<file path="config.mk">
export PLATFORM = sky130hd
export DESIGN_NAME = led_pattern_ctrl
export DESIGN_NICKNAME = d
export VERILOG_FILES = /design/src/rtl/led_pattern_ctrl.sv
export SDC_FILE = /design/constraint.sdc
export NUM_CORES = 1
export LEC_CHECK = 0
export ABC_AREA = 0
export CORE_MARGIN = 10
export CORE_UTILIZATION = 56
export CTS_CLUSTER_DIAMETER = 150
export DETAILED_ROUTE_END_ITERATION = 10
export GPL_TIMING_DRIVEN = 1
export PLACE_DENSITY = 0.78
export SYNTH_ARGS = -nofsm -noshare
export SYNTH_HDL_FRONTEND = slang
export SYNTH_SLANG_ARGS = --single-unit
</file>
<file path="constraint.sdc">
create_clock -name clk -period 3.35 [get_ports clk]
set_input_delay 0.67 -clock clk [delete_from_list [all_inputs] [get_ports clk]]
set_output_delay 0.67 -clock clk [all_outputs]
set_load 0.02 [all_outputs]
</file>
<file path="src/rtl/led_pattern_ctrl.sv">
`default_nettype none
// led_pattern_ctrl: per-channel OFF/ON/BLINK/BREATHE LED driver sharing one
// prescaler tick and one PWM counter, configured through a valid/ready write port.
module led_pattern_ctrl #(
  parameter int          N_LED      = 2,
  parameter int          PRESCALE   = 50000,
  parameter int          PWM_BITS   = 8,
  parameter logic [1:0]  DEF_MODE   = 2'b10,
  parameter logic [15:0] DEF_PERIOD = 16'd500
) (
  input  logic             clk,
  input  logic             resetN,
  input  logic             i_cfg_valid,
  output logic             o_cfg_ready,
  input  logic [3:0]       i_cfg_ch,
  input  logic [1:0]       i_cfg_mode,
  input  logic [15:0]      i_cfg_period,
  output logic             o_cfg_err,
  output logic             o_tick,
  output logic [N_LED-1:0] o_LED
);

  localparam int                  PRE_W        = $clog2(PRESCALE);
  localparam logic [PRE_W-1:0]    PRE_LAST     = PRE_W'(PRESCALE - 1);
  localparam logic [PWM_BITS-1:0] DUTY_MAX     = {PWM_BITS{1'b1}};
  localparam logic [PWM_BITS-1:0] DUTY_TOP     = DUTY_MAX - PWM_BITS'(1);
  localparam logic [PWM_BITS-1:0] DUTY_ONE     = PWM_BITS'(1);
  localparam logic [1:0]          MODE_OFF     = 2'b00;
  localparam logic [1:0]          MODE_ON      = 2'b01;
  localparam logic [1:0]          MODE_BLINK   = 2'b10;
  localparam logic [1:0]          MODE_BREATHE = 2'b11;

  logic [PRE_W-1:0]    pre_cnt;
  logic [PWM_BITS-1:0] pwm_cnt;
  logic                cfg_ready;
  logic                accept;
  logic                ch_valid;

  logic [1:0]          mode   [N_LED];
  logic [15:0]         period [N_LED];
  logic [15:0]         tcnt   [N_LED];
  logic [PWM_BITS-1:0] duty   [N_LED];
  logic [N_LED-1:0]    blink;
  logic [N_LED-1:0]    dir_down;
  logic [N_LED-1:0]    wr_hit;
  logic [N_LED-1:0]    ev_hit;
  logic [N_LED-1:0]    led_next;

  assign o_tick      = (pre_cnt == PRE_LAST);
  assign o_cfg_ready = cfg_ready;
  assign accept      = i_cfg_valid && cfg_ready;
  assign ch_valid    = ({1'b0, i_cfg_ch} < 5'(N_LED));

  always_ff @(posedge clk or negedge resetN) begin
    if (!resetN) begin
      pre_cnt <= '0;
      pwm_cnt <= '0;
    end else begin
      pre_cnt <= (pre_cnt == PRE_LAST) ? '0 : pre_cnt + PRE_W'(1);
      pwm_cnt <= pwm_cnt + PWM_BITS'(1);
    end
  end

  // Ready drops for the single cycle following every accepted write.
  always_ff @(posedge clk or negedge resetN) begin
    if (!resetN) begin
      cfg_ready <= 1'b0;
      o_cfg_err <= 1'b0;
    end else begin
      cfg_ready <= !accept;
      o_cfg_err <= accept && !ch_valid;
    end
  end

  always_comb begin
    wr_hit   = '0;
    ev_hit   = '0;
    led_next = '0;
    for (int i = 0; i < N_LED; i++) begin
      wr_hit[i] = accept && (i_cfg_ch == 4'(i));
      // A period of 0 runs like 1, so both wrap from count 0.
      ev_hit[i] = o_tick &&
                  (tcnt[i] == ((period[i] == 16'd0) ? 16'd0 : period[i] - 16'd1));
      case (mode[i])
        MODE_OFF:   led_next[i] = 1'b0;
        MODE_ON:    led_next[i] = 1'b1;
        MODE_BLINK: led_next[i] = blink[i];
        default:    led_next[i] = (pwm_cnt < duty[i]);
      endcase
    end
  end

  always_ff @(posedge clk or negedge resetN) begin
    if (!resetN) begin
      for (int i = 0; i < N_LED; i++) begin
        mode[i]   <= DEF_MODE;
        period[i] <= DEF_PERIOD;
        tcnt[i]   <= '0;
        duty[i]   <= '0;
      end
      blink    <= '0;
      dir_down <= '0;
      o_LED    <= '0;
    end else begin
      o_LED <= led_next;
      for (int i = 0; i < N_LED; i++) begin
        // A write wins over an event landing on the same edge.
        if (wr_hit[i]) begin
          mode[i]     <= i_cfg_mode;
          period[i]   <= i_cfg_period;
          tcnt[i]     <= '0;
          duty[i]     <= '0;
          blink[i]    <= 1'b0;
          dir_down[i] <= 1'b0;
        end else if (ev_hit[i]) begin
          tcnt[i] <= '0;
          if (mode[i] == MODE_BLINK) begin
            blink[i] <= ~blink[i];
          end
          if (mode[i] == MODE_BREATHE) begin
            if (!dir_down[i]) begin
              duty[i] <= duty[i] + DUTY_ONE;
              if (duty[i] == DUTY_TOP) dir_down[i] <= 1'b1;
            end else begin
              duty[i] <= duty[i] - DUTY_ONE;
              if (duty[i] == DUTY_ONE) dir_down[i] <= 1'b0;
            end
          end
        end else if (o_tick) begin
          tcnt[i] <= tcnt[i] + 16'd1;
        end
      end
    end
  end

endmodule
`default_nettype wire

</file>
Figure 1. Cells colored by class.
Scale: 3 px per micron.
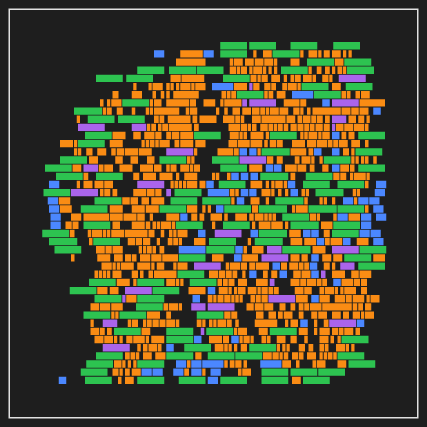
class	color	cells
other buffers and delay cells	blue	79
clock drivers and dummy loads	purple	32
all other logic	orange	669
flip-flops	green	116

Figure 2. Metal 1.
Scale: 3 px per micron. Supply wires on this layer in gray. Cells faint in the background.
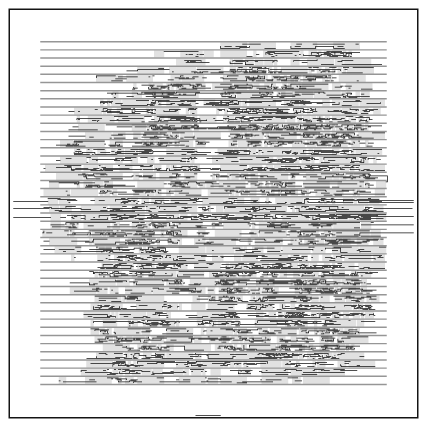
share of all routed wire	44%
wire length on this layer	8100 microns
main direction	horizontal
longest straight run	25.3 microns
via count: 6403
GRT met1 Usage: 24.9%
Routed WL: 18500 microns

Figure 3. Wires at chosen ports, followed through buffers.
Scale: 2 px per micron.
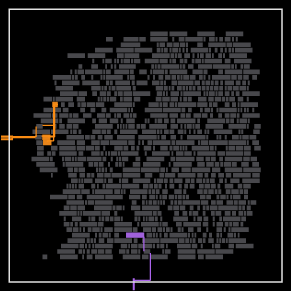
port	color	bits	direction	edge	end cells	buffers	wire
o_cfg_err	purple	1	output	south	1	1	29.2 microns
i_cfg_mode	orange	2	input	west	4	2	85.9 microns
number of top-level pins: 30
Port-buffer cells: 29

Figure 4. Placement view.
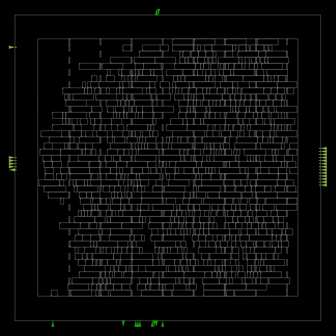
post-layout util: 68.9%
std cell rows: 42
flop share of the area: 32.1%
post-route insts no fill: 1072
fillcell total: 958

## stage by stage
step	cell area [sq um]	TNS, ns	setup WS (ns)
4_1_cts	8770	0	0.00945
3_3_place_gp	8140	0	0.0447
5_1_grt	9090	-0.721	-0.0937
3_5_place_dp	8140	-0.114	-0.0567
2_1_floorplan	7490	0	0.00782
6_report	9090	0	0.0178
## cells in the final DEF (no fill, tap or decap), drive strengths merged, types with 29 or more instances in the layout
cell    synthesis  routed
inv            31      31
dfrtp         102     102
nand2         137     137
buf             9      50
clkbuf         24      29
xnor2          30      30
nand3          31      31
nor3           30      30
o21ai          29      29
xor2           42      42
nor2           57      57
## metal layers
metal	up-vias	wire, microns	global-route usage [%]
li1	3040	-	-
met1	3149	8100	24.9
met2	189	9240	32.7
met3	25	918	5.38
met4	0	287	6.52
met5	-	0	0
==> impl_metrics.tcl <==
# place-and-route summary
set metrics [dict create \
    run_status "finished, final reports clean" \
    largest_class "combinational gates" \
    signal_buffers 79 \
    synthTopCellsByCount "nand2_1 (137), dfrtp_1 (102), nor2_1 (57)" \
    endpoint "duty[14]$_DFFE_PN0P_" \
    startpoint_type "register" \
    mux_share_pct 5.94 \
    cts_resized 4 \
    dp_hpwl_microns 12500 \
    top_logic_kind "simple AND/OR/NAND/NOR gates" \
    antenna_found_initial 0 \
    drive_above_1_share_pct 18.6 \
    pg_seq_mw 1.68 \
    edf_count 0 \
    max_stage_delay_ns 0.67 \
    tool_warnings 33 \
    rsz0062_at_grt "true" \
    most_common_cell "nand2_1" \
    ys_cells 817 \
    skew_ns 0.00824 \
    holdWs_ns 0.297 \
    slew_headroom_pct 44.1 \
    crit_required_ns 3.70 \
    vias_per_cell 5.97 \
    max_freq_ghz 0.300 \
    setup_violations 0 \
    fin_crit_sh_pct 99.5 \
    p_comb_mw 1.11 \
    design.core.area_sq_mm 0.0132 \
    max-vdd-ir-drop_v 0.000391 \
    ys_sh_aoi_pct 10.2 \
    drt_first_pass_iters 6 \
    numCtsBuffers 17 \
    dpl.cell_count 1024 \
]
